## src/rtl/pe_array_ctrl_if.sv

```systemverilog
// pe_array_ctrl_if: configuration, global-buffer read port, PE packet bus and
// status lines of the PE array sequencer, bundled as one interface.
interface pe_array_ctrl_if #(
   parameter int DW = 8,
   parameter int AW = 12
);
   logic            start;
   logic [1:0]      cfg_mode;
   logic [AW-1:0]   cfg_filt_base;
   logic [7:0]      cfg_filt_num;
   logic [AW-1:0]   cfg_if_base;
   logic [15:0]     cfg_if_num;
   logic [4:0]      cfg_if_idx_max;
   logic [15:0]     cfg_psum_num;

   logic            buf_rd_en;
   logic [AW-1:0]   buf_addr;
   logic [4*DW-1:0] buf_rdata;

   logic            array_hold;
   logic            pe_error;
   logic            psum_valid;

   logic            change_mode;
   logic [1:0]      mode_out;
   logic [1:0]      op_stage;
   logic            pkt_valid;
   logic [4:0]      pkt_idx;
   logic [4*DW-1:0] pkt_data;
   logic            busy;
   logic            done;
   logic            error;

   // controller side
   modport master (
      input  start, cfg_mode, cfg_filt_base, cfg_filt_num, cfg_if_base,
             cfg_if_num, cfg_if_idx_max, cfg_psum_num,
             buf_rdata, array_hold, pe_error, psum_valid,
      output buf_rd_en, buf_addr, change_mode, mode_out, op_stage,
             pkt_valid, pkt_idx, pkt_data, busy, done, error
   );

   // host / buffer / array side
   modport slave (
      output start, cfg_mode, cfg_filt_base, cfg_filt_num, cfg_if_base,
             cfg_if_num, cfg_if_idx_max, cfg_psum_num,
             buf_rdata, array_hold, pe_error, psum_valid,
      input  buf_rd_en, buf_addr, change_mode, mode_out, op_stage,
             pkt_valid, pkt_idx, pkt_data, busy, done, error
   );
endinterface

```

## src/rtl/pe_array_ctrl.sv

```systemverilog
// pe_array_ctrl: PE array sequencer. Latches a layer configuration on start,
// pulses a mode change to all PEs, streams filter then ifmap packets from the
// global buffer onto the shared packet bus, counts psum completions and
// reports a done pulse or a sticky error.
module pe_array_ctrl #(
   parameter int DW      = 8,
   parameter int AW      = 12,
   parameter int NUM_ROW = 6
) (
   input  logic            clk,
   input  logic            rst,
   pe_array_ctrl_if.master io_bus
);

   typedef enum logic [2:0] {
      S_IDLE, S_CFG, S_FLOAD, S_FFLUSH, S_CONV, S_DONE, S_ERR
   } state_t;

   state_t          r_state;
   state_t          w_state_nxt;

   logic [1:0]      r_mode;
   logic [AW-1:0]   r_filt_base;
   logic [7:0]      r_filt_num;
   logic [AW-1:0]   r_if_base;
   logic [15:0]     r_if_num;
   logic [4:0]      r_if_idx_max;
   logic [15:0]     r_psum_num;

   logic [15:0]     r_issued;
   logic [2:0]      r_row;
   logic [1:0]      r_slot;
   logic [4:0]      r_if_idx;
   logic [15:0]     r_psum_cnt;

   logic            r_vld_p1;
   logic [4:0]      r_idx_p1;

   logic            w_in_fload;
   logic            w_in_conv;
   logic            w_rd;
   logic            w_err_go;
   logic            w_row_last;
   logic [15:0]     w_num;
   logic [15:0]     w_psum_next;
   logic [2:0]      w_row_max;
   logic [4:0]      w_issue_idx;
   logic [AW-1:0]   w_addr;
   logic [4*DW-1:0] w_pkt_data;

   // Read issue decision, address/index of the read, psum count including this cycle
   always_comb begin
      w_in_fload  = (r_state == S_FLOAD);
      w_in_conv   = (r_state == S_CONV);
      w_num       = w_in_fload ? {8'd0, r_filt_num} : r_if_num;
      w_rd        = (w_in_fload || w_in_conv) && !io_bus.array_hold && (r_issued < w_num);
      w_addr      = (w_in_fload ? r_filt_base : r_if_base) + r_issued[AW-1:0];
      w_row_max   = (r_mode == 2'd3) ? 3'd2 : 3'(NUM_ROW - 1);
      w_row_last  = (r_row == w_row_max);
      w_issue_idx = w_in_fload ? {r_slot, r_row} : r_if_idx;
      w_err_go    = (r_state != S_IDLE) && io_bus.pe_error;
      w_psum_next = r_psum_cnt + {15'd0, (w_in_conv && io_bus.psum_valid)};
      w_pkt_data  = r_vld_p1 ? io_bus.buf_rdata : '0;
   end

   // Next-state selection and state-decoded outputs
   always_comb begin
      w_state_nxt        = r_state;
      io_bus.buf_rd_en   = w_rd;
      io_bus.buf_addr    = w_rd ? w_addr : '0;
      io_bus.change_mode = 1'b0;
      io_bus.mode_out    = r_mode;
      io_bus.op_stage    = 2'd0;
      io_bus.pkt_valid   = r_vld_p1;
      io_bus.pkt_idx     = r_vld_p1 ? r_idx_p1 : 5'd0;
      io_bus.pkt_data    = w_pkt_data;
      io_bus.busy        = (r_state != S_IDLE);
      io_bus.done        = 1'b0;
      io_bus.error       = 1'b0;
      case (r_state)
         S_IDLE:   if (io_bus.start) w_state_nxt = S_CFG;
         S_CFG: begin
            io_bus.change_mode = 1'b1;
            w_state_nxt        = (r_filt_num != 8'd0) ? S_FLOAD : S_CONV;
         end
         S_FLOAD: begin
            io_bus.op_stage = 2'd1;
            if (w_rd && ((r_issued + 16'd1) == {8'd0, r_filt_num})) w_state_nxt = S_FFLUSH;
         end
         S_FFLUSH: begin
            io_bus.op_stage = 2'd1;
            w_state_nxt     = S_CONV;
         end
         S_CONV: begin
            io_bus.op_stage = 2'd2;
            if ((r_issued >= r_if_num) && (w_psum_next >= r_psum_num)) w_state_nxt = S_DONE;
         end
         S_DONE: begin
            io_bus.done = 1'b1;
            w_state_nxt = S_IDLE;
         end
         S_ERR:    io_bus.error = 1'b1;
         default:  w_state_nxt = S_IDLE;
      endcase
      if (w_err_go) w_state_nxt = S_ERR;
   end

   // State register
   always_ff @(posedge clk) begin
      if (!rst) r_state <= S_IDLE;
      else      r_state <= w_state_nxt;
   end

   // Issue counters, index generators, psum counter, packet-valid pipe
   always_ff @(posedge clk) begin
      if (!rst) begin
         r_mode     <= 2'd0;
         r_issued   <= 16'd0;
         r_row      <= 3'd0;
         r_slot     <= 2'd0;
         r_if_idx   <= 5'd0;
         r_psum_cnt <= 16'd0;
         r_vld_p1   <= 1'b0;
      end else begin
         // a read issued in the cycle the error is seen is never emitted
         r_vld_p1 <= w_rd && !w_err_go;
         if (r_state == S_IDLE && io_bus.start) r_mode <= io_bus.cfg_mode;
         if (r_state == S_CFG) begin
            r_issued <= 16'd0;
            r_row    <= 3'd0;
            r_slot   <= 2'd0;
            r_if_idx <= 5'd0;
         end else if (r_state == S_FFLUSH) begin
            r_issued <= 16'd0;
         end else if (w_rd) begin
            r_issued <= r_issued + 16'd1;
            if (w_in_fload) begin
               if (w_row_last) begin
                  r_row  <= 3'd0;
                  r_slot <= r_slot + 2'd1;
               end else begin
                  r_row  <= r_row + 3'd1;
               end
            end else begin
               r_if_idx <= (r_if_idx == r_if_idx_max) ? 5'd0 : r_if_idx + 5'd1;
            end
         end
         if (r_state == S_CFG)                       r_psum_cnt <= 16'd0;
         else if (w_in_conv && io_bus.psum_valid)    r_psum_cnt <= r_psum_cnt + 16'd1;
      end
   end

   // Layer configuration latch and packet index captured at read issue
   always_ff @(posedge clk) begin
      if (r_state == S_IDLE && io_bus.start) begin
         r_filt_base  <= io_bus.cfg_filt_base;
         r_filt_num   <= io_bus.cfg_filt_num;
         r_if_base    <= io_bus.cfg_if_base;
         r_if_num     <= io_bus.cfg_if_num;
         r_if_idx_max <= io_bus.cfg_if_idx_max;
         r_psum_num   <= io_bus.cfg_psum_num;
      end
      r_idx_p1 <= w_issue_idx;
   end

endmodule

```

## src/flat_wrapper.sv

```systemverilog
// flat-port wrapper written by rule: the top's interface ports become plain ports
module pe_array_ctrl_flat 
#(
   parameter int DW      = 8,
   parameter int AW      = 12,
   parameter int NUM_ROW = 6
)
  (clk, rst, io_bus_start, io_bus_cfg_mode, io_bus_cfg_filt_base, io_bus_cfg_filt_num, io_bus_cfg_if_base, io_bus_cfg_if_num, io_bus_cfg_if_idx_max, io_bus_cfg_psum_num, io_bus_buf_rdata, io_bus_array_hold, io_bus_pe_error, io_bus_psum_valid, io_bus_buf_rd_en, io_bus_buf_addr, io_bus_change_mode, io_bus_mode_out, io_bus_op_stage, io_bus_pkt_valid, io_bus_pkt_idx, io_bus_pkt_data, io_bus_busy, io_bus_done, io_bus_error);
  pe_array_ctrl_if #(.DW(DW), .AW(AW)) io_bus_i ();
  input  logic clk;
  input  logic rst;
  input wire logic [$bits(io_bus_i.start)-1:0] io_bus_start;
  input wire logic [$bits(io_bus_i.cfg_mode)-1:0] io_bus_cfg_mode;
  input wire logic [$bits(io_bus_i.cfg_filt_base)-1:0] io_bus_cfg_filt_base;
  input wire logic [$bits(io_bus_i.cfg_filt_num)-1:0] io_bus_cfg_filt_num;
  input wire logic [$bits(io_bus_i.cfg_if_base)-1:0] io_bus_cfg_if_base;
  input wire logic [$bits(io_bus_i.cfg_if_num)-1:0] io_bus_cfg_if_num;
  input wire logic [$bits(io_bus_i.cfg_if_idx_max)-1:0] io_bus_cfg_if_idx_max;
  input wire logic [$bits(io_bus_i.cfg_psum_num)-1:0] io_bus_cfg_psum_num;
  input wire logic [$bits(io_bus_i.buf_rdata)-1:0] io_bus_buf_rdata;
  input wire logic [$bits(io_bus_i.array_hold)-1:0] io_bus_array_hold;
  input wire logic [$bits(io_bus_i.pe_error)-1:0] io_bus_pe_error;
  input wire logic [$bits(io_bus_i.psum_valid)-1:0] io_bus_psum_valid;
  output wire logic [$bits(io_bus_i.buf_rd_en)-1:0] io_bus_buf_rd_en;
  output wire logic [$bits(io_bus_i.buf_addr)-1:0] io_bus_buf_addr;
  output wire logic [$bits(io_bus_i.change_mode)-1:0] io_bus_change_mode;
  output wire logic [$bits(io_bus_i.mode_out)-1:0] io_bus_mode_out;
  output wire logic [$bits(io_bus_i.op_stage)-1:0] io_bus_op_stage;
  output wire logic [$bits(io_bus_i.pkt_valid)-1:0] io_bus_pkt_valid;
  output wire logic [$bits(io_bus_i.pkt_idx)-1:0] io_bus_pkt_idx;
  output wire logic [$bits(io_bus_i.pkt_data)-1:0] io_bus_pkt_data;
  output wire logic [$bits(io_bus_i.busy)-1:0] io_bus_busy;
  output wire logic [$bits(io_bus_i.done)-1:0] io_bus_done;
  output wire logic [$bits(io_bus_i.error)-1:0] io_bus_error;
  assign io_bus_i.start = io_bus_start;
  assign io_bus_i.cfg_mode = io_bus_cfg_mode;
  assign io_bus_i.cfg_filt_base = io_bus_cfg_filt_base;
  assign io_bus_i.cfg_filt_num = io_bus_cfg_filt_num;
  assign io_bus_i.cfg_if_base = io_bus_cfg_if_base;
  assign io_bus_i.cfg_if_num = io_bus_cfg_if_num;
  assign io_bus_i.cfg_if_idx_max = io_bus_cfg_if_idx_max;
  assign io_bus_i.cfg_psum_num = io_bus_cfg_psum_num;
  assign io_bus_i.buf_rdata = io_bus_buf_rdata;
  assign io_bus_i.array_hold = io_bus_array_hold;
  assign io_bus_i.pe_error = io_bus_pe_error;
  assign io_bus_i.psum_valid = io_bus_psum_valid;
  assign io_bus_buf_rd_en = io_bus_i.buf_rd_en;
  assign io_bus_buf_addr = io_bus_i.buf_addr;
  assign io_bus_change_mode = io_bus_i.change_mode;
  assign io_bus_mode_out = io_bus_i.mode_out;
  assign io_bus_op_stage = io_bus_i.op_stage;
  assign io_bus_pkt_valid = io_bus_i.pkt_valid;
  assign io_bus_pkt_idx = io_bus_i.pkt_idx;
  assign io_bus_pkt_data = io_bus_i.pkt_data;
  assign io_bus_busy = io_bus_i.busy;
  assign io_bus_done = io_bus_i.done;
  assign io_bus_error = io_bus_i.error;
  pe_array_ctrl #(.DW(DW), .AW(AW), .NUM_ROW(NUM_ROW)) u_core (.clk(clk), .rst(rst), .io_bus(io_bus_i));
endmodule
```

## config.mk

```make
export PLATFORM = sky130hd
export DESIGN_NAME = pe_array_ctrl_flat
export DESIGN_NICKNAME = d
export VERILOG_FILES = /design/src/rtl/pe_array_ctrl_if.sv /design/src/rtl/pe_array_ctrl.sv /design/src/flat_wrapper.sv
export SDC_FILE = /design/constraint.sdc
export NUM_CORES = 1
export LEC_CHECK = 0
export ABC_AREA = 0
export CAP_MARGIN = 10
export CORE_MARGIN = 1
export CORE_UTILIZATION = 30
export DETAILED_ROUTE_END_ITERATION = 10
export GPL_TIMING_DRIVEN = 0
export HOLD_SLACK_MARGIN = 0.06
export PLACE_DENSITY_LB_ADDON = 0.12
export REMOVE_ABC_BUFFERS = 1
export SLEW_MARGIN = 20
export SYNTH_ARGS = -nofsm -noshare
export SYNTH_HDL_FRONTEND = slang
export SYNTH_SLANG_ARGS = --single-unit
```

## constraint.sdc

```tcl
create_clock -name clk -period 10.1 [get_ports clk]
set_clock_uncertainty 0.2 [all_clocks]
set_input_delay 2.02 -clock clk [delete_from_list [all_inputs] [get_ports clk]]
set_output_delay 2.02 -clock clk [all_outputs]
set_load 0.05 [all_outputs]
```

==> run summary <==
run results: run status completed, adder-cell share of the synthesized area around 12%, setup repair after global routing missed its margin no, worst setup path end io_bus_buf_addr[0], vias in the first global route approximately 5,400, TritonCTS clock tree built, endpoint arrival time on the critical path a little over 5 ns, number of diodes added for antenna fixing 0, detailed route wirelength on metal2 a little under 8 mm, number of buffer and inverter instances along the worst setup path 5, Worst R2R Path Depth 15, CTS HTree Levels 4, area share of and-or/or-and cells after synthesis under 10%, length of the first detailed-routing pass in iterations 5, floorplan die height approximately 160 µm, largest class logic gates, slew at the pin closest to its max-slew limit around 0.96 ns, total number of nets in the final design approximately 1,100, area of all placed cells without fillers 0.009915 mm², Met3 Wirelength roughly 750 µm, placed instance area between 0.009 and 0.01 mm², uppermost signal routing layer after detailed routing met4, beginning of the critical path u_core.r_state[1], R2R Setup Slk ~5.3 ns, cell count listed in synth_stat.txt 766, total routing usage reported by global routing about 15%, top-count cell post-synth sky130_fd_sc_hd__nand2_1, switching power as a share of total power 36.66%, I/O pin total ~170, minimum clock period ~7.4 ns, worst hold-check path type register to register, Dominant Register Cell sky130_fd_sc_hd__edfxtp_1, count of port buffers added during placement ~170, top cells by area in the synthesized netlist sky130_fd_sc_hd__edfxtp_1 (29%), sky130_fd_sc_hd__dfxtp_1 (15%), sky130_fd_sc_hd__ha_1 (11%), sky130_fd_sc_hd__nand2_1 (5.3%), sky130_fd_sc_hd__xor2_1 (5.3%), signal buffers share of area 18.34%, clock tree root buffer cell sky130_fd_sc_hd__clkbuf_16, Crit Reg-Reg Endpoint u_core.r_row[2], area delta synth->final 38.48%, count of instances resized after the clock tree is built 0, antenna violations before repair 0, Synth Cell Area a little over 0.007 mm², layer carrying the most global-route usage met2, top cell type by total area after synthesis sky130_fd_sc_hd__edfxtp_1, final setup margin around 2.7 ns, post-placement cell count roughly 1,200, average vias per placed instance 4.535, global route total overflow 0, hold path depth 2, list of cells traversed by the critical path nor3b_4 -> buf_6 -> buf_6 -> nor2_1 -> a21oi_1 -> ha_1 -> and4_1 -> a221o_1 -> a31oi_1 -> o31ai_4 -> buf_8 -> inv_2 -> and2_1 -> clkdlybuf4s50_1
Signal wires by layer:
(3 px per µm)
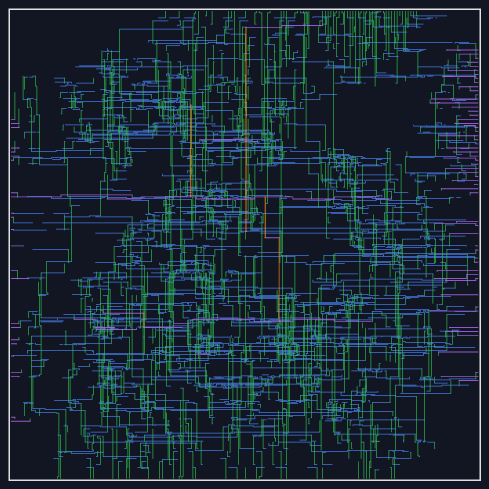
legend:
  purple:
    layer: metal 3
    wire_length: 747 µm
  green:
    layer: metal 2
    wire_length: 7,790 µm
  blue:
    layer: metal 1
    wire_length: 8,730 µm
  orange:
    layer: metal 4
    wire_length: 145 µm
via count of the routed design: 5,751
per-cell routed wire length: 13.74 µm

Clock wiring as the flow saved it:
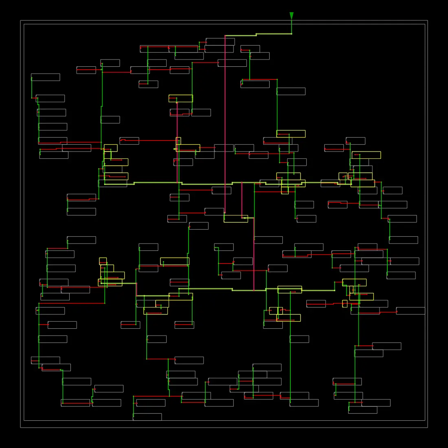
number of clock sinks seen by CTS: 122
power attributed to the clock group: 637 µW
number of CTS-inserted buffers: 17
# clk buffers: 21
flip-flop and latch count: 122

Gate families picked out:
(2 px per µm)
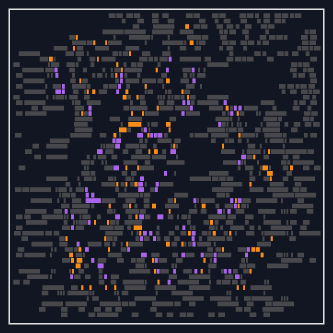
legend:
  purple:
    family: aoi and oai cells
    cells: 90
    most_used: a21oi_1
  orange:
    family: nor cells
    cells: 98
    most_used: nor2_1
final cell count without fillers: 1,268
most frequent standard cell in the layout excluding fill and tap cells: sky130_fd_sc_hd__clkdlybuf4s50_1
combinational share of cell area: 38.01%

Power is estimated from default activity; no workload was simulated.
